File: src/rtl/responder_pkg.sv
// Shared types and the priority-select helper for the buzz-in responder.
package responder_pkg;

  typedef enum logic [1:0] {IDLE, ARMED, LOCKED, TIMEOUT} state_t;
  typedef logic [3:0] bcd_t;

  localparam int MAX_PLAYERS = 15;

  // One-hot grant: first request found scanning upward from ptr, wrapping at n.
  function automatic logic [MAX_PLAYERS-1:0] rr_select(
    input logic [MAX_PLAYERS-1:0] req,
    input logic [3:0]             ptr,
    input int                     n
  );
    logic [MAX_PLAYERS-1:0] gnt;
    logic [4:0]             sum;
    logic [3:0]             idx;
    logic                   found;
    gnt   = '0;
    found = 1'b0;
    for (int k = 0; k < MAX_PLAYERS; k++) begin
      sum = {1'b0, ptr} + 5'(k);
      if (sum >= 5'(n)) sum = sum - 5'(n);
      idx = sum[3:0];
      if (k < n && !found && req[idx]) begin
        gnt[idx] = 1'b1;
        found    = 1'b1;
      end
    end
    return gnt;
  endfunction

endpackage

File: src/rtl/quiz_arbiter_if.sv
// Host/player/display bundle of the quiz arbiter.
interface quiz_arbiter_if #(
  parameter int N_PLAYERS = 4,
  parameter int SCORE_W   = 4
);
  logic                           Start;
  logic [N_PLAYERS-1:0]           Key_In;
  logic                           Judge_Valid;
  logic                           Judge_Correct;
  logic [N_PLAYERS-1:0]           LED_Out;
  logic [3:0]                     Player_Number;
  logic [3:0]                     TimerH;
  logic [3:0]                     TimerL;
  logic                           Buzz_Grant;
  logic                           Buzz_TimeOver;
  logic                           LED_OverTime;
  logic [N_PLAYERS-1:0]           Foul_Out;
  logic                           Round_Over;
  logic [N_PLAYERS*SCORE_W-1:0]   Score_Out;

  modport master (
    output Start, Key_In, Judge_Valid, Judge_Correct,
    input  LED_Out, Player_Number, TimerH, TimerL, Buzz_Grant, Buzz_TimeOver,
           LED_OverTime, Foul_Out, Round_Over, Score_Out
  );

  modport slave (
    input  Start, Key_In, Judge_Valid, Judge_Correct,
    output LED_Out, Player_Number, TimerH, TimerL, Buzz_Grant, Buzz_TimeOver,
           LED_OverTime, Foul_Out, Round_Over, Score_Out
  );
endinterface

File: src/rtl/bcd_countdown.sv
// Loadable two-digit BCD seconds counter with its own per-second prescaler.
module bcd_countdown
  import responder_pkg::*;
#(
  parameter int LOAD         = 30,
  parameter int CLKS_PER_SEC = 50_000_000
) (
  input  logic clk,
  input  logic rst_n,
  input  logic load,
  input  logic en,
  output bcd_t tens,
  output bcd_t ones,
  output logic zero,
  output logic expire
);
  localparam int   PW     = $clog2(CLKS_PER_SEC);
  localparam bcd_t LOAD_H = bcd_t'(LOAD / 10);
  localparam bcd_t LOAD_L = bcd_t'(LOAD % 10);

  logic [PW-1:0] pre;
  logic          step;

  assign step   = en && (pre == PW'(CLKS_PER_SEC - 1));
  assign zero   = (tens == 4'd0) && (ones == 4'd0);
  // Asserted on the edge that turns 01 into 00, so the owner can react in step.
  assign expire = step && (tens == 4'd0) && (ones == 4'd1);

  always_ff @(posedge clk or negedge rst_n) begin
    if (!rst_n) begin
      tens <= '0;
      ones <= '0;
      pre  <= '0;
    end else if (load) begin
      tens <= LOAD_H;
      ones <= LOAD_L;
      pre  <= '0;
    end else if (en) begin
      if (step) begin
        pre <= '0;
        if (!zero) begin
          if (ones == 4'd0) begin
            ones <= 4'd9;
            tens <= tens - 4'd1;
          end else begin
            ones <= ones - 4'd1;
          end
        end
      end else begin
        pre <= pre + PW'(1);
      end
    end
  end

endmodule

File: src/rtl/quiz_arbiter.sv
// N-player buzz-in controller: edge detect, arbitration, fouls, lockout,
// answer countdown and saturating scores.
module quiz_arbiter
  import responder_pkg::*;
#(
  parameter int N_PLAYERS    = 4,
  parameter int SCORE_W      = 4,
  parameter int ANSWER_SECS  = 30,
  parameter int CLKS_PER_SEC = 50_000_000,
  parameter int ARB_MODE     = 0
) (
  input  logic                CLK,
  input  logic                RSTn,
  quiz_arbiter_if.slave       bus
);
  state_t                              state;
  logic [N_PLAYERS-1:0]                key_s, key_d, edges, elig;
  logic [N_PLAYERS-1:0]                lockout, lock_nxt, foul, led, win_oh;
  logic [N_PLAYERS-1:0][SCORE_W-1:0]   score;
  logic [3:0]                          pnum, ptr, ptr_nxt, win_idx;
  logic [MAX_PLAYERS-1:0]              req_ext, sel_ext;
  logic                                grant_p, tov_p, ovt, rov_p, grant;
  logic                                tmr_load, tmr_en, tmr_zero, tmr_expire;
  bcd_t                                tmr_h, tmr_l;

  // Keys are registered once, then edge-detected against the prior sample.
  assign edges    = key_s & ~key_d;
  assign elig     = edges & ~lockout & ~foul;
  assign lock_nxt = lockout | led;

  always_comb begin
    req_ext                = '0;
    req_ext[N_PLAYERS-1:0] = elig;
  end

  assign sel_ext = rr_select(req_ext, (ARB_MODE != 0) ? ptr : 4'd0, N_PLAYERS);

  always_comb begin
    win_idx = '0;
    for (int i = 0; i < MAX_PLAYERS; i++)
      if (sel_ext[i]) win_idx = 4'(i);
  end

  assign win_oh  = {{(N_PLAYERS-1){1'b0}}, 1'b1} << win_idx;
  assign ptr_nxt = (win_idx == 4'(N_PLAYERS - 1)) ? 4'd0 : win_idx + 4'd1;

  assign grant    = !bus.Start && (state == ARMED) && (|elig);
  assign tmr_load = bus.Start || grant;
  assign tmr_en   = (state == LOCKED) && !tmr_zero;

  bcd_countdown #(
    .LOAD         (ANSWER_SECS),
    .CLKS_PER_SEC (CLKS_PER_SEC)
  ) u_countdown (
    .clk    (CLK),
    .rst_n  (RSTn),
    .load   (tmr_load),
    .en     (tmr_en),
    .tens   (tmr_h),
    .ones   (tmr_l),
    .zero   (tmr_zero),
    .expire (tmr_expire)
  );

  always_ff @(posedge CLK or negedge RSTn) begin
    if (!RSTn) begin
      state   <= IDLE;
      key_s   <= '0;
      key_d   <= '0;
      lockout <= '0;
      foul    <= '0;
      led     <= '0;
      pnum    <= '0;
      ptr     <= '0;
      score   <= '0;
      grant_p <= 1'b0;
      tov_p   <= 1'b0;
      ovt     <= 1'b0;
      rov_p   <= 1'b0;
    end else begin
      key_s   <= bus.Key_In;
      key_d   <= key_s;
      grant_p <= 1'b0;
      tov_p   <= 1'b0;
      rov_p   <= 1'b0;
      if (bus.Start) begin
        lockout <= '0;
        led     <= '0;
        pnum    <= '0;
        ovt     <= 1'b0;
        state   <= ARMED;
      end else begin
        case (state)
          IDLE: foul <= foul | edges;
          ARMED: begin
            if (|elig) begin
              led     <= win_oh;
              pnum    <= win_idx + 4'd1;
              ptr     <= ptr_nxt;
              grant_p <= 1'b1;
              state   <= LOCKED;
            end
          end
          LOCKED: begin
            // A judgement on the expiry edge takes precedence over the timeout.
            if (bus.Judge_Valid) begin
              if (bus.Judge_Correct) begin
                for (int i = 0; i < N_PLAYERS; i++)
                  if (led[i] && score[i] != '1) score[i] <= score[i] + SCORE_W'(1);
                rov_p <= 1'b1;
                state <= IDLE;
              end else begin
                lockout <= lock_nxt;
                led     <= '0;
                pnum    <= '0;
                if (&(lock_nxt | foul)) begin
                  rov_p <= 1'b1;
                  state <= IDLE;
                end else begin
                  state <= ARMED;
                end
              end
            end else if (tmr_expire) begin
              tov_p <= 1'b1;
              rov_p <= 1'b1;
              ovt   <= 1'b1;
              state <= TIMEOUT;
            end
          end
          TIMEOUT: ;
          default: state <= IDLE;
        endcase
      end
    end
  end

  assign bus.LED_Out       = led;
  assign bus.Player_Number = pnum;
  assign bus.TimerH        = tmr_h;
  assign bus.TimerL        = tmr_l;
  assign bus.Buzz_Grant    = grant_p;
  assign bus.Buzz_TimeOver = tov_p;
  assign bus.LED_OverTime  = ovt;
  assign bus.Foul_Out      = foul;
  assign bus.Round_Over    = rov_p;
  assign bus.Score_Out     = score;

endmodule

File: src/flat_wrapper.sv
// flat-port wrapper written by rule: the top's interface ports become plain ports
module quiz_arbiter_flat import responder_pkg::*;
#(
  parameter int N_PLAYERS    = 4,
  parameter int SCORE_W      = 4,
  parameter int ANSWER_SECS  = 30,
  parameter int CLKS_PER_SEC = 50_000_000,
  parameter int ARB_MODE     = 0
)
  (CLK, RSTn, bus_Start, bus_Key_In, bus_Judge_Valid, bus_Judge_Correct, bus_LED_Out, bus_Player_Number, bus_TimerH, bus_TimerL, bus_Buzz_Grant, bus_Buzz_TimeOver, bus_LED_OverTime, bus_Foul_Out, bus_Round_Over, bus_Score_Out);
  quiz_arbiter_if #(.N_PLAYERS(N_PLAYERS), .SCORE_W(SCORE_W)) bus_i ();
  input  logic CLK;
  input  logic RSTn;
  input wire logic [$bits(bus_i.Start)-1:0] bus_Start;
  input wire logic [$bits(bus_i.Key_In)-1:0] bus_Key_In;
  input wire logic [$bits(bus_i.Judge_Valid)-1:0] bus_Judge_Valid;
  input wire logic [$bits(bus_i.Judge_Correct)-1:0] bus_Judge_Correct;
  output wire logic [$bits(bus_i.LED_Out)-1:0] bus_LED_Out;
  output wire logic [$bits(bus_i.Player_Number)-1:0] bus_Player_Number;
  output wire logic [$bits(bus_i.TimerH)-1:0] bus_TimerH;
  output wire logic [$bits(bus_i.TimerL)-1:0] bus_TimerL;
  output wire logic [$bits(bus_i.Buzz_Grant)-1:0] bus_Buzz_Grant;
  output wire logic [$bits(bus_i.Buzz_TimeOver)-1:0] bus_Buzz_TimeOver;
  output wire logic [$bits(bus_i.LED_OverTime)-1:0] bus_LED_OverTime;
  output wire logic [$bits(bus_i.Foul_Out)-1:0] bus_Foul_Out;
  output wire logic [$bits(bus_i.Round_Over)-1:0] bus_Round_Over;
  output wire logic [$bits(bus_i.Score_Out)-1:0] bus_Score_Out;
  assign bus_i.Start = bus_Start;
  assign bus_i.Key_In = bus_Key_In;
  assign bus_i.Judge_Valid = bus_Judge_Valid;
  assign bus_i.Judge_Correct = bus_Judge_Correct;
  assign bus_LED_Out = bus_i.LED_Out;
  assign bus_Player_Number = bus_i.Player_Number;
  assign bus_TimerH = bus_i.TimerH;
  assign bus_TimerL = bus_i.TimerL;
  assign bus_Buzz_Grant = bus_i.Buzz_Grant;
  assign bus_Buzz_TimeOver = bus_i.Buzz_TimeOver;
  assign bus_LED_OverTime = bus_i.LED_OverTime;
  assign bus_Foul_Out = bus_i.Foul_Out;
  assign bus_Round_Over = bus_i.Round_Over;
  assign bus_Score_Out = bus_i.Score_Out;
  quiz_arbiter #(.N_PLAYERS(N_PLAYERS), .SCORE_W(SCORE_W), .ANSWER_SECS(ANSWER_SECS), .CLKS_PER_SEC(CLKS_PER_SEC), .ARB_MODE(ARB_MODE)) u_core (.CLK(CLK), .RSTn(RSTn), .bus(bus_i));
endmodule
File: config.mk
export PLATFORM = sky130hd
export DESIGN_NAME = quiz_arbiter_flat
export DESIGN_NICKNAME = d
export VERILOG_FILES = /design/src/rtl/responder_pkg.sv /design/src/rtl/quiz_arbiter_if.sv /design/src/rtl/bcd_countdown.sv /design/src/rtl/quiz_arbiter.sv /design/src/flat_wrapper.sv
export SDC_FILE = /design/constraint.sdc
export NUM_CORES = 1
export LEC_CHECK = 0
export CAP_MARGIN = 20
export CELL_PAD_IN_SITES_DETAIL_PLACEMENT = 1
export CELL_PAD_IN_SITES_GLOBAL_PLACEMENT = 1
export CORE_ASPECT_RATIO = 1.75
export CORE_MARGIN = 5
export CORE_UTILIZATION = 39
export DETAILED_ROUTE_END_ITERATION = 16
export PLACE_DENSITY = 0.77
export SYNTH_ARGS = -nofsm -noshare
export SYNTH_HDL_FRONTEND = slang
export SYNTH_SLANG_ARGS = --single-unit
File: constraint.sdc
create_clock -name CLK -period 2.1 [get_ports CLK]
set_clock_uncertainty 0.2 [all_clocks]
set_input_delay 0.42 -clock CLK [delete_from_list [all_inputs] [get_ports CLK]]
set_output_delay 0.42 -clock CLK [all_outputs]
set_load 0.005 [all_outputs]
==> CHANGELOG.md, run 1 <==
### Physical design

- Kind of cell adding the most delay to the critical path: AND-OR/OR-AND gates
- Largest logic family: simple AND/OR/NAND/NOR gates
- Total setup buffers inserted after CTS: 10
- Post-Place Cell Area: 5160 µm²
- Worst stage delay on the critical path: roughly 0.6 ns
- Ordered list of cells on the worst path: or4b_4 -> buf_4 -> a41o_1 -> o21ai_4 -> buf_12 -> a31oi_1 -> o21a_1
- Post-Synth XOR/XNOR Area: under 10%
- Post-CTS resize count: 55
- # Taps: roughly 130
- Share of the yosys chip area belonging to registers: about half
- Pre-CTS setup slack: -0.218 ns
- Count of cells along the worst hold path: 0
- Crit path capture type: flop
- Floorplan core area: between 9000 and 10,000 µm²
- Chip area in the Yosys report: about 3800 µm²
- Count of nets left with antenna violations after detail routing: 0
- Maximum buffer depth of the clock tree: 2
- Final total negative setup slack: -11.52 ns
- Failing checks: setup timing
- Routed wire length: approximately 18,000 µm
- Number of antenna diodes: 0
- Combinational power share: between 30% and 40%
- Crit path capture: u_core.u_countdown.ones[3]$_DFFE_PN0P_
- Synthesized instance count: 382
- DRC viols: 0
- Fraction of the mapped netlist area in adder cells: about 2.6%
- Synthesis-to-layout area growth: 62.8%
- Combinational fraction of the cell area: a little over a third
- Final setup viols: roughly 45
- Area of the multi-input gates: ~2200 µm²
- Post-layout nets: around 570
- Unique cell type count in the Yosys netlist: 57
- Per-cell via count in the routed design: just over 6
- Antenna violations before repair: 0
- Portion of the layout cell area used by non-clock buffers: about 26%
- Peak Freq: a little over 400 MHz
- R2R Setup Slk: -0.36 ns
- Measured slew at the worst slew-check pin: 0.528 ns
- CTS root buffer: sky130_fd_sc_hd__clkbuf_16
- FP Rows: roughly 48
- Worst setup path category: flop to flop
- Final sequential cell count: 78
- Max-slew violation total from the final report: 0
- Worst min path class: flop to flop
- Count of H-tree levels built during CTS: 3
- Floorplan Nets: 399
- Io pins: between 40 and 50
- Fraction of power spent switching nets: between 30% and 40%
- Outcome: complete, but fails checks
- Clock tree sinks: between 70 and 80
- Count of input and output buffers: between 40 and 50
- Startpoint of the worst setup timing path: u_core.lockout[3]$_DFFE_PN0P_
- Number of filler cells placed in the layout: between 1,000 and 1,500
- FF/Latch Area: a little under 2000 µm²
- Post-route standard cell area excluding fillers: around 6200 µm²
- Post-synthesis simple-gate area fraction: between 20% and 30%
- Fraction of power consumed by sequential logic: between 30% and 40%
- Slowest stage cell on the critical path: sky130_fd_sc_hd__or4b_4
- Number of detailed-route iterations in the first pass: 4
- Detailed Place HPWL: 8940 µm
- Final hold vios: 0
- Number of OpenROAD warnings: 30
- Critical R2R Capture: u_core.u_countdown.ones[3]$_DFFE_PN0P_
- Total CTS buffers: 9
- Dominant Register Cell: sky130_fd_sc_hd__dfrtp_1
- Number of design-rule violations left by the first detailed-router iteration: 210
- Normalized max-slew margin: between 60% and 70%
- Count of flip-flops with a built-in enable after synthesis: 0
- Final core occ: between 60% and 70%
- Worst setup margin: -0.358 ns
- Post-Synth AOI/OAI Area: 13.2%
- RSZ-0062 raised after global routing: yes
- Post-route non-filler standard cell count: a little under 700
- Count of buffers not belonging to the clock network in the layout: approximately 180
## run 1: flip-flops by register name, indices dropped and copies added, names as in the netlist, 3 cells and up
register / cells
u_core.u_countdown.pre: 26
u_core.bus.Score_Out: 16
u_core.bus.Foul_Out: 4
u_core.key_d: 4
u_core.key_s: 4
u_core.lockout: 4
u_core.u_countdown.ones: 4
u_core.u_countdown.tens: 4
u_core.bus.LED_Out: 3
u_core.bus.Player_Number: 3
## run 1: cell usage after synthesis (all sizes together), types with 8 or more instances
cell type  count  area (µm²)
inv           14        52.6
o21ai         21         105
nor3          13        70.1
nand2         30         113
a21oi         32         164
nand3         24         120
ha             8         100
or3           11        68.8
nor2          27         101
buf            9        52.6
dfrtp         78        1950
xnor2         11        96.3
nand4         14        93.8
## run 1: power by group through the flow
stage	Clock, mW	Sequential, mW	Combinational (mW)
floorplan	0	1.73	0.419
global placement	0	1.70	1.01
detailed placement	0	1.72	1.04
CTS	1.69	1.70	1.30
global route	1.80	1.72	1.67
finish	1.71	1.72	1.60
## run 1: cell usage in the layout (no fill, tap or decap), drive strengths merged, types with 3 or more instances in the layout
master,instances
mux2,4
a21oi,32
inv,14
nand4b,3
nor3,13
clkdlybuf4s50,45
nor4,7
nand4,14
nand2,30
xor2,6
nor2b,3
xnor2,11
nor2,27
o21ai,21
a31oi,5
ha,8
or4b,6
buf,126
a31o,5
and4,5
nand3,24
or4,3
o31ai,4
clkbuf,12
and3,6
dfrtp,78
or3,11
nand2b,3
## run 1: metal layers
layer | GRT usage (%) | vias to the layer above | wire length [µm]
met5 | 0 | - | 0
met4 | 14.8 | 0 | 1370
met3 | 4.85 | 88 | 742
met2 | 49.7 | 168 | 10100
met1 | 26.1 | 2137 | 5850
li1 | - | 1738 | -
**Run 1: placement by cell class**

Fill, decap, tap and diode cells in grey.
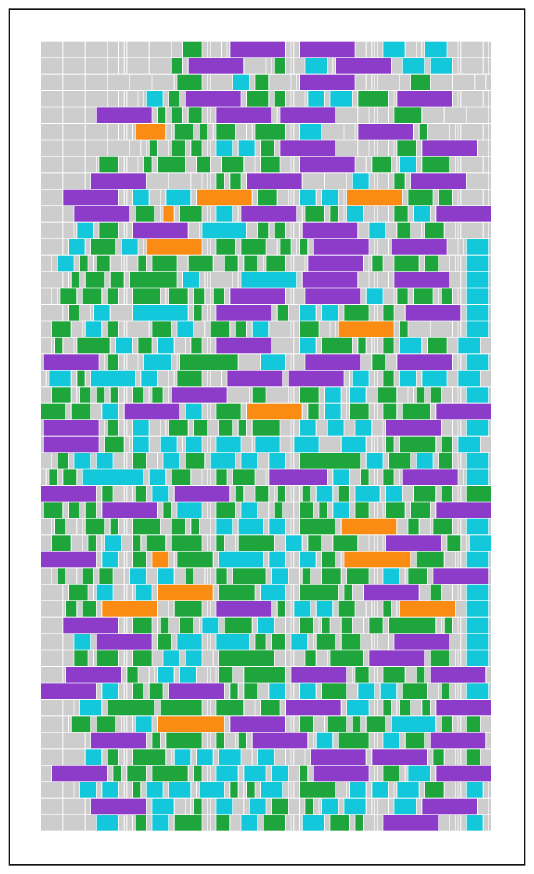
legend:
  remaining buffers and delay cells:
    colour: cyan
    cells: 175
  clock drivers and dummy loads:
    colour: orange
    cells: 14
  combinational and other logic:
    colour: green
    cells: 290
  sequential cells:
    colour: purple
    cells: 78

**Run 1: signal wires on met3**

The bar under the picture is 20 µm long.
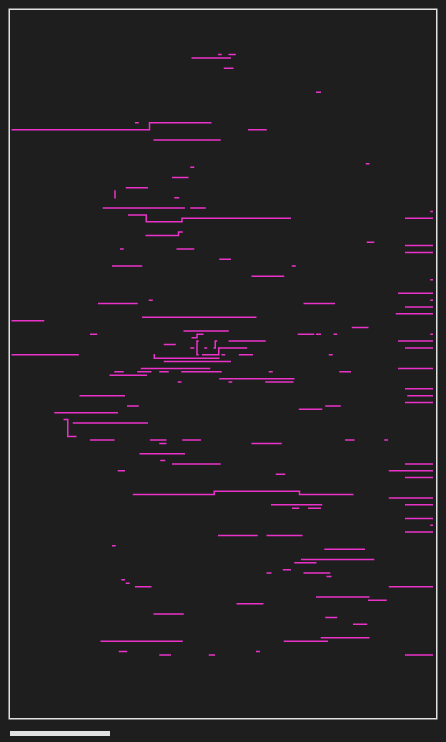
share of all routed wire: 4.1%
nets with wire on the layer: 85
wire length on this layer: 743 µm
main direction: horizontal
longest straight run: 27.4 µm
via count: 4,131
met3 Track Usage GR: 4.85%

**Run 1: signal metal coverage by tile**

The bar under the picture is 20 µm long. The die is cut into 17 by 28 equal tiles; dark blue is low, red is high, scaled to the fullest tile. Values are wire area over tile area, all layers added.
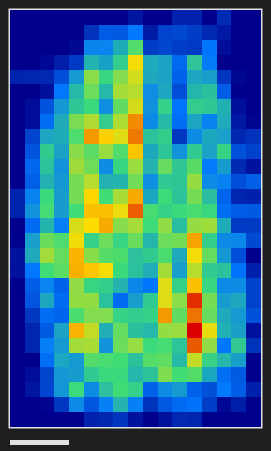
nearly empty tiles: 16%
fullest tile: 0.76
mean over tiles: 0.25
densest ninth of the die: centre
tiles over half the peak: 25%

## Run 2: what changed since run 1
--- a/config.mk
+++ b/config.mk
@@ -12,6 +12,7 @@
 export CORE_MARGIN = 5
 export CORE_UTILIZATION = 39
 export DETAILED_ROUTE_END_ITERATION = 16
+export HOLD_SLACK_MARGIN = 0.15
 export PLACE_DENSITY = 0.77
 export SYNTH_ARGS = -nofsm -noshare
 export SYNTH_HDL_FRONTEND = slang
**Run 2: signal metal coverage by tile**

The bar under the picture is 20 µm long. The die is cut into 17 by 28 equal tiles; dark blue is low, red is high, scaled to the fullest tile. Values are wire area over tile area, all layers added.
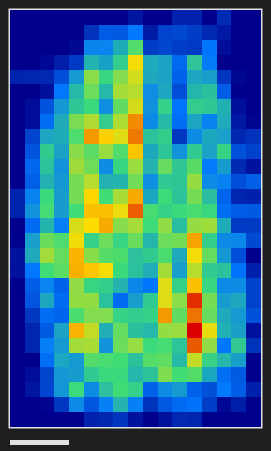
tiles over half the peak: 25%
nearly empty tiles: 16%
fullest tile: 0.76
densest ninth of the die: centre
total track usage: 26.3%
post-DR wirelength/cell: 26.5 µm
routed wire length: 18,100 µm

==> run 2 against run 1 <==
Compared with the run above: power is the same; design area did not move; synthesized cell count unchanged; fmax did not move; flip-flop count is the same; the run still ends with setup timing left; area after synthesis did not move; largest cell class unchanged; via count stayed put; critical path type unchanged; first-iteration DRC count stayed put; non-clock buffer count did not move; global-route usage unchanged.
==> CHANGELOG.md, run 2 <==
### Physical design

- Final total negative setup slack: -11.52 ns (unchanged)
- DRC viols: 0 (unchanged)
- Share of the yosys chip area belonging to registers: 50.9% (unchanged)
- FP Rows: 48 (unchanged)
- Data arrival time of the critical path: 2.47 ns (about the same)
- Antenna violations before repair: 0 (unchanged)
- Io pins: 49 (unchanged)
- Combinational group power: 1.60 mW (about the same)
- Floorplan core area: 9730 µm² (unchanged)
- Measured slew at the worst slew-check pin: 0.528 ns (unchanged)
- Failing checks: setup timing (unchanged)
- Unique cell type count in the Yosys netlist: 57 (unchanged)
- Flip-flop count of the largest register, all copies and words added: 26 (unchanged)
- Remaining Overflow, GRT: 0 (unchanged)
- Dominant Register Cell: sky130_fd_sc_hd__dfrtp_1 (unchanged)
- Cell total in the yosys stat output: 382 (unchanged)
- Outcome: complete, but fails checks (unchanged)
- Highest-power group: registers (unchanged)
- Per-cell via count in the routed design: 6.06 (unchanged)
- Slowest stage cell on the critical path: sky130_fd_sc_hd__or4b_4 (unchanged)
- Synthesis-to-layout area growth: 62.8% (unchanged)
- Number of synthesis warnings: 0 (unchanged)
- First-pass GRT wire length: 24,400 µm (unchanged)
- Most numerous logic cells after layout: 106 x sky130_fd_sc_hd__buf_4, 77 x sky130_fd_sc_hd__dfrtp_1, 45 x sky130_fd_sc_hd__clkdlybuf4s50_1 (unchanged)
- Power spent charging and discharging nets: 1.54 mW (unchanged)
- Max-cap violations: 0 (unchanged)
- Count of nets left with antenna violations after detail routing: 0 (unchanged)
- Main area contributors: sky130_fd_sc_hd__dfrtp_1 51%, sky130_fd_sc_hd__a21oi_1 4.0%, sky130_fd_sc_hd__nand3_1 3.1% (unchanged)
- Floorplan Nets: 399 (unchanged)
- R2R Setup Slk: -0.36 ns (about the same)
- Reported leakage power: 2.75 nW (unchanged)
- Count of H-tree levels built during CTS: 3 (unchanged)
- Number of antenna diodes: 0 (unchanged)
- Worst setup margin: -0.358 ns (unchanged)
- Count of flip-flops with a built-in enable after synthesis: 0 (unchanged)
- Die height: 141 µm (unchanged)
- Post-route non-filler standard cell count: 682 (unchanged)
- Crit path capture type: flop (unchanged)
- Number of design-rule violations left by the first detailed-router iteration: 210 (unchanged)
- Total CTS buffers: 9 (unchanged)
- Yosys top cell area share: 50.9% (unchanged)
- Internal portion of total power: 3.48 mW (unchanged)
- Post-CTS resize count: 55 (unchanged)
- Sequential-cell power consumption: 1.72 mW (about the same)
- Hold slack: 0.249 ns (unchanged)
- Fraction of power consumed by sequential logic: 34.2% (about the same)
- Critical path buffer and inverter count: 2 (unchanged)
- Worst setup path category: flop to flop (unchanged)
- Post-layout period usage of the worst path: 117% (unchanged)
- Init Core Util: 39.4% (unchanged)
- Chip area in the Yosys report: 3830 µm² (unchanged)
- CTS root buffer: sky130_fd_sc_hd__clkbuf_16 (unchanged)
- Critical path required time: 2.12 ns (about the same)
- DIE AREA: 12,000 µm² (unchanged)
- Critical Path Stages: 7 (unchanged)
- Reg with most FFs: u_core.u_countdown.pre (unchanged)
- Worst reg2reg path depth: 7 (unchanged)
- Combinational power share: 31.8% (about the same)
- Number of global-route vias before repair: 4,413 (unchanged)
- Min Clock Period, post-route: 2.46 ns (unchanged)
- Total placed cells including tap cells: 634 (unchanged)
- Detailed Place HPWL: 8940 µm (unchanged)
- Hold buffer count at cts: 1 (unchanged)
- Fraction of power spent switching nets: 30.7% (unchanged)
- Most area-hungry cell type in the Yosys netlist: sky130_fd_sc_hd__dfrtp_1 (unchanged)
- Most used standard cells in the synthesized netlist: 78 x sky130_fd_sc_hd__dfrtp_1, 31 x sky130_fd_sc_hd__a21oi_1, 30 x sky130_fd_sc_hd__nand2_1, 27 x sky130_fd_sc_hd__nor2_1, 24 x sky130_fd_sc_hd__nand3_1 (unchanged)
- Ordered list of cells on the worst path: or4b_4 -> buf_4 -> a41o_1 -> o21ai_4 -> buf_12 -> a31oi_1 -> o21a_1 (unchanged)
- Normalized max-slew margin: 64.7% (unchanged)
- Maximum buffer depth of the clock tree: 2 (unchanged)
- Kind of cell adding the most delay to the critical path: AND-OR/OR-AND gates (unchanged)
- Worst skew pair latency: 0.34 ns (about the same)
- Worst stage delay on the critical path: 0.60 ns (about the same)
- Clock tree sinks: 78 (unchanged)
- Leading cell type by number of instances after synthesis: sky130_fd_sc_hd__dfrtp_1 (unchanged)
- Clock Power: 1.71 mW (about the same)
- Crit path capture: u_core.u_countdown.ones[3]$_DFFE_PN0P_ (unchanged)
- Peak Freq: 407 MHz (unchanged)
- Share of final-layout standard cells stronger than drive strength 1: 42.0% (unchanged)
- Pre-CTS setup slack: -0.218 ns (unchanged)
- Worst min path class: flop to flop (unchanged)
- Dominant logic cell type in the layout: sky130_fd_sc_hd__buf_4 (unchanged)
- Max-slew violation total from the final report: 0 (unchanged)
- CP startpoint kind: flop (unchanged)
- R2r startpoint: u_core.lockout[3]$_DFFE_PN0P_ (unchanged)
- Critical R2R Capture: u_core.u_countdown.ones[3]$_DFFE_PN0P_ (unchanged)
- Final hold vios: 0 (unchanged)
- Number of detailed-route iterations in the first pass: 4 (unchanged)
- Via count: 4,131 (unchanged)
- Routability-driven placement congestion ratio: 0.895 (unchanged)
- Total power draw: 5.02 mW (unchanged)
- Synthesized instance count: 382 (unchanged)
- Worst-path clk slew: 0.06 ns (about the same)
- Total setup buffers inserted after CTS: 10 (unchanged)
- Final setup viols: 45 (unchanged)
- Startpoint of the worst setup timing path: u_core.lockout[3]$_DFFE_PN0P_ (unchanged)
- Share of synthesized registers carrying an async set or reset: 100% (unchanged)
- CTS tree: built (unchanged)
- Clock share of power: 34.0% (about the same)
- Power density over the cells: 805 nW/µm² (unchanged)
- Post-layout nets: 571 (unchanged)
- RSZ-0062 raised after global routing: yes (unchanged)
- Number of OpenROAD warnings: 30 (unchanged)
- Count of input and output buffers: 47 (unchanged)
- Mapped cell area: 3830 µm² (unchanged)
## run 2: cell counts after synthesis
No cell type changed its count.
## run 2: per-layer routing
metal	up-vias	GRT usage, %	wire length [µm]
li1	1738	-	-
met1	2137	26.1	5850
met2	168	49.7	10100
met3	88	4.85	742
met4	0	14.8	1370
met5	-	0	0
## run 2: logic make-up after synthesis
kind of cell    Yosys count  synth area share [%]
fa+ha+maj                 8                  2.61
buf+inv                  28                  3.23
mux                       6                  1.70
compound gates           80                  13.2
simple gates            164                  24.4
xor+xnor                 17                  3.88
flops                    78                  50.9
other cells               1                0.0978
## run 2: stage by stage
stage / cell area [µm²] / utilization, %
global placement: 5160 / 53.1
finish: 6240 / 64.1
detailed placement: 5160 / 53.1
floorplan: 3880 / -
CTS: 5830 / 59.9
global route: 6240 / 64.1
## run 2: worst min-delay path by stage
stage	startpoint	endpoint	slack, ns	depth (start not counted)
floorplan	RSTn	u_core.bus.Buzz_Grant$_DFF_PN0_	-0.08	0
global placement	RSTn	u_core.bus.Score_Out[2]$_DFFE_PN0P_	0.16	1
detailed placement	RSTn	u_core.bus.Score_Out[0]$_DFFE_PN0P_	0.17	1
CTS	u_core.key_s[1]$_DFF_PN0_	u_core.key_d[1]$_DFF_PN0_	0.22	0
global route	u_core.key_s[1]$_DFF_PN0_	u_core.key_d[1]$_DFF_PN0_	0.25	0
finish	u_core.key_s[1]$_DFF_PN0_	u_core.key_d[1]$_DFF_PN0_	0.25	0
## run 2: layout make-up
cell class | count | area, µm²
clock buffers | 10 | 239
clock inverters | 4 | 72.6
inverters | 14 | 52.6
multi-input cells | 276 | 2170
repair buffers | 175 | 1600
flip-flops and latches | 78 | 1950
well taps | 125 | 156
fillers | 1026 | 3490
## Run 3: what changed since run 2
--- a/config.mk
+++ b/config.mk
@@ -11,6 +11,7 @@
 export CORE_ASPECT_RATIO = 1.75
 export CORE_MARGIN = 5
 export CORE_UTILIZATION = 39
+export CTS_BUF_LIST = sky130_fd_sc_hd__clkbuf_4 sky130_fd_sc_hd__clkbuf_8 sky130_fd_sc_hd__clkbuf_16
 export DETAILED_ROUTE_END_ITERATION = 16
 export HOLD_SLACK_MARGIN = 0.15
 export PLACE_DENSITY = 0.77
**Run 3: placement by cell class**

Fill, decap, tap and diode cells in grey.
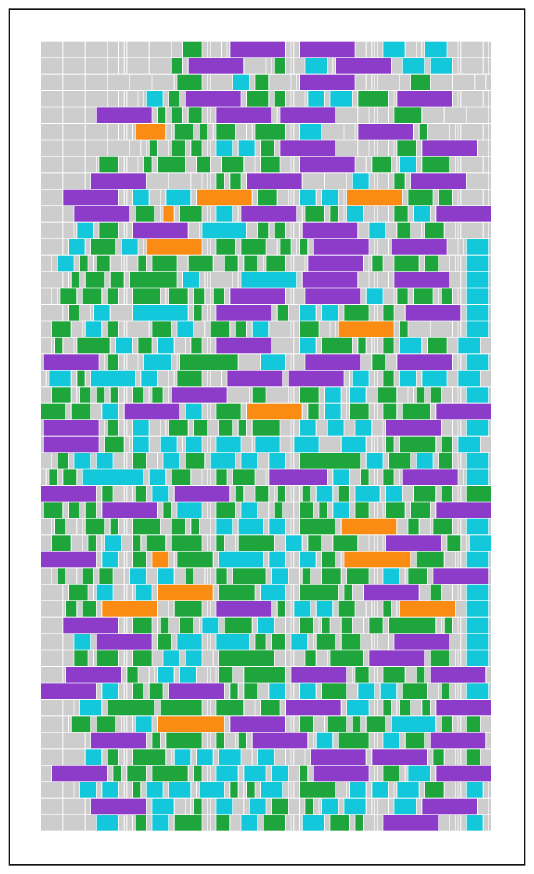
legend:
  sequential cells:
    colour: purple
    cells: 78
  clock drivers and dummy loads:
    colour: orange
    cells: 14
  remaining buffers and delay cells:
    colour: cyan
    cells: 175
  combinational and other logic:
    colour: green
    cells: 290

==> run 3 against run 2 <==
Compared with the run above: the flow still finishes with violations (setup timing); fmax did not move; clock-buffer cell count did not move; first-iteration DRC count did not move; design area did not move; critical path type unchanged.
==> CHANGELOG.md, run 3 <==
### Physical design

- Post-CTS resize count: 55 (unchanged)
- Count of H-tree levels built during CTS: 3 (unchanged)
- Post-synthesis sequential element count: 78 (unchanged)
- Chip area in the Yosys report: 3830 µm² (unchanged)
- Final total negative setup slack: -11.52 ns (unchanged)
- Outcome: complete, but fails checks (unchanged)
- Remaining Overflow, GRT: 0 (unchanged)
- Post-DR wirelength/cell: 26.5 µm (unchanged)
- Pre-CTS setup slack: -0.218 ns (unchanged)
- Dominant logic cell type in the layout: sky130_fd_sc_hd__buf_4 (unchanged)
- Worst setup margin: -0.358 ns (unchanged)
- Reg with most FFs: u_core.u_countdown.pre (unchanged)
- Detailed Place HPWL: 8940 µm (unchanged)
- Count of nets left with antenna violations after detail routing: 0 (unchanged)
- Number of synthesis warnings: 0 (unchanged)
- Dominant Register Cell: sky130_fd_sc_hd__dfrtp_1 (unchanged)
- Number of design-rule violations left by the first detailed-router iteration: 210 (unchanged)
- Worst min path class: flop to flop (unchanged)
- Worst setup path category: flop to flop (unchanged)
- M1 WL: 5850 µm (unchanged)
- Share of the yosys chip area belonging to registers: 50.9% (unchanged)
- Max-slew violation total from the final report: 0 (unchanged)
- Io pins: 49 (unchanged)
- Most numerous logic cells after layout: 106 x sky130_fd_sc_hd__buf_4, 77 x sky130_fd_sc_hd__dfrtp_1, 45 x sky130_fd_sc_hd__clkdlybuf4s50_1 (unchanged)
- Post-route standard cell area excluding fillers: 6240 µm² (unchanged)
- First-pass GRT wire length: 24,400 µm (unchanged)
- Worst Hold Endpoint: u_core.key_d[1]$_DFF_PN0_ (unchanged)
- Worst skew pair latency: 0.34 ns (about the same)
- RSZ-0062 raised after global routing: yes (unchanged)
- CTS tree: built (unchanged)
- Per-cell via count in the routed design: 6.06 (unchanged)
- Global routing met1 resource utilization: 26.1% (unchanged)
- Crit path capture type: flop (unchanged)
- Post-layout nets: 571 (unchanged)
- Maximum buffer depth of the clock tree: 2 (unchanged)
- Measured slew at the worst slew-check pin: 0.528 ns (unchanged)
- Hold slack: 0.249 ns (unchanged)
- Portion of the layout cell area used by non-clock buffers: 25.6% (unchanged)
- Total setup buffers inserted after CTS: 10 (unchanged)
- FF/Latch Area: 1950 µm² (unchanged)
- Number of antenna diodes: 0 (unchanged)
- Init Core Util: 39.4% (unchanged)
- Power density over the cells: 805 nW/µm² (unchanged)
- CP startpoint kind: flop (unchanged)
- Most used standard cells in the synthesized netlist: 78 x sky130_fd_sc_hd__dfrtp_1, 31 x sky130_fd_sc_hd__a21oi_1, 30 x sky130_fd_sc_hd__nand2_1, 27 x sky130_fd_sc_hd__nor2_1, 24 x sky130_fd_sc_hd__nand3_1 (unchanged)
- Synthesis-to-layout area growth: 62.8% (unchanged)
- # Taps: 125 (unchanged)
- # clk buffers: 10 (unchanged)
- Hold Crit Start: u_core.key_s[1]$_DFF_PN0_ (unchanged)
- Unique cell type count in the Yosys netlist: 57 (unchanged)
- Flop share of the area: 31.3% (unchanged)
- Peak Freq: 407 MHz (unchanged)
- Clock tree sinks: 78 (unchanged)
- Top metal layer carrying routed signals: met4 (unchanged)
- Share of synthesized registers carrying an async set or reset: 100% (unchanged)
- Post-Place Cell Area: 5160 µm² (unchanged)
- Met2 wire length: 10,100 µm (unchanged)
- Total CTS buffers: 9 (unchanged)
- Final core occ: 64.1% (unchanged)
- Post-layout period usage of the worst path: 117% (unchanged)
- Failing checks: setup timing (unchanged)
- Min Clock Period, post-route: 2.46 ns (unchanged)
- R2R Setup Slk: -0.36 ns (about the same)
- Fraction of area in clock buffers and inverters: 4.99% (unchanged)
- Max-cap violations: 0 (unchanged)
- Flip-flop count of the largest register, all copies and words added: 26 (unchanged)
- Die height: 141 µm (unchanged)
- Number of filler cells placed in the layout: 1,026 (unchanged)
- Worst-path clk slew: 0.06 ns (about the same)
- Global-route track usage on met2: 49.7% (unchanged)
- Non-clock inverter instance count of the final layout: 14 (unchanged)
- CTS root buffer: sky130_fd_sc_hd__clkbuf_16 (unchanged)
- Normalized max-slew margin: 64.7% (unchanged)
- Final sequential cell count: 78 (unchanged)
- Met3 Track Usage GR: 4.85% (unchanged)
- Final setup viols: 45 (unchanged)
- Cell class ranked first by area: combinational gates (unchanged)
- Number of OpenROAD warnings: 30 (unchanged)
- FP Rows: 48 (unchanged)
- Most area-hungry cell type in the Yosys netlist: sky130_fd_sc_hd__dfrtp_1 (unchanged)
- Count of buffers not belonging to the clock network in the layout: 175 (unchanged)
- Total power draw: 5.02 mW (unchanged)
- Mapped cell area: 3830 µm² (unchanged)
- Floorplan Nets: 399 (unchanged)
- Routed length on met3: 742 µm (unchanged)
- Critical R2R Capture: u_core.u_countdown.ones[3]$_DFFE_PN0P_ (unchanged)
- Count of input and output buffers: 47 (unchanged)
- Area of the multi-input gates: 2170 µm² (unchanged)
- Final hold vios: 0 (unchanged)
- Count of cells along the worst hold path: 0 (unchanged)
- Reported leakage power: 2.75 nW (unchanged)
- Via count: 4,131 (unchanged)
- Number of detailed-route iterations in the first pass: 4 (unchanged)
- Synthesized instance count: 382 (unchanged)
- Cell total in the yosys stat output: 382 (unchanged)
- Total placed cells including tap cells: 634 (unchanged)
- DIE AREA: 12,000 µm² (unchanged)
- Yosys top cell area share: 50.9% (unchanged)
- Worst reg2reg path depth: 7 (unchanged)
- Total track usage: 26.3% (unchanged)
- Critical path required time: 2.12 ns (about the same)
- Share of final-layout standard cells stronger than drive strength 1: 42.0% (unchanged)
- Data arrival time of the critical path: 2.47 ns (about the same)
- Routability-driven placement congestion ratio: 0.895 (unchanged)
- DRC viols: 0 (unchanged)
- Number of global-route vias before repair: 4,413 (unchanged)
- Leading cell type by number of instances after synthesis: sky130_fd_sc_hd__dfrtp_1 (unchanged)
- Count of flip-flops with a built-in enable after synthesis: 0 (unchanged)
- R2r startpoint: u_core.lockout[3]$_DFFE_PN0P_ (unchanged)
- Post-route non-filler standard cell count: 682 (unchanged)
## run 3: cell counts after synthesis
No cell type changed its count.
## run 3: worst max-delay path, cell delays in order, from the launching register on
cell                      delay, ns
sky130_fd_sc_hd__dfrtp_1       0.40
sky130_fd_sc_hd__or4b_4        0.60
sky130_fd_sc_hd__buf_4         0.17
sky130_fd_sc_hd__a41o_1        0.28
sky130_fd_sc_hd__o21ai_4       0.27
sky130_fd_sc_hd__buf_12        0.17
sky130_fd_sc_hd__a31oi_1       0.07
sky130_fd_sc_hd__o21a_1        0.17
## run 3: how the worst max path moves through the flow
stage	start	end	slack [ns]	depth (start not counted)
final	u_core.lockout[3]$_DFFE_PN0P_	u_core.u_countdown.ones[3]$_DFFE_PN0P_	-0.36	7
after global placement	bus_Start	u_core.bus.LED_Out[2]$_DFFE_PN0P_	-0.17	6
after global routing	u_core.lockout[3]$_DFFE_PN0P_	u_core.u_countdown.pre[24]$_DFFE_PN0P_	-0.39	6
after floorplan	u_core.key_d[1]$_DFF_PN0_	u_core.u_countdown.pre[25]$_DFFE_PN0P_	-0.09	5
after detailed placement	u_core.key_d[1]$_DFF_PN0_	u_core.u_countdown.pre[13]$_DFFE_PN0P_	-0.22	6
after CTS	u_core.bus.Foul_Out[3]$_DFFE_PN0P_	u_core.u_countdown.pre[22]$_DFFE_PN0P_	-0.20	6
## run 3: power breakdown
part / internal [mW] / switching (mW) / total, mW
registers: 1.61 / 0.115 / 1.72
clock network: 1.06 / 0.647 / 1.71
logic: 0.815 / 0.783 / 1.60
## run 3: cell families after synthesis
logic type,after synthesis,synth area share (%)
muxes,6,1.70
DFF,78,50.9
adders and majority gates,8,2.61
other,1,0.0978
xor gates and xnor gates,17,3.88
buffers and inverters,28,3.23
AOI/OAI and AO/OA,80,13.2
and+or+nand+nor,164,24.4
No activity file was given, so power comes from the tool's default toggle rates.
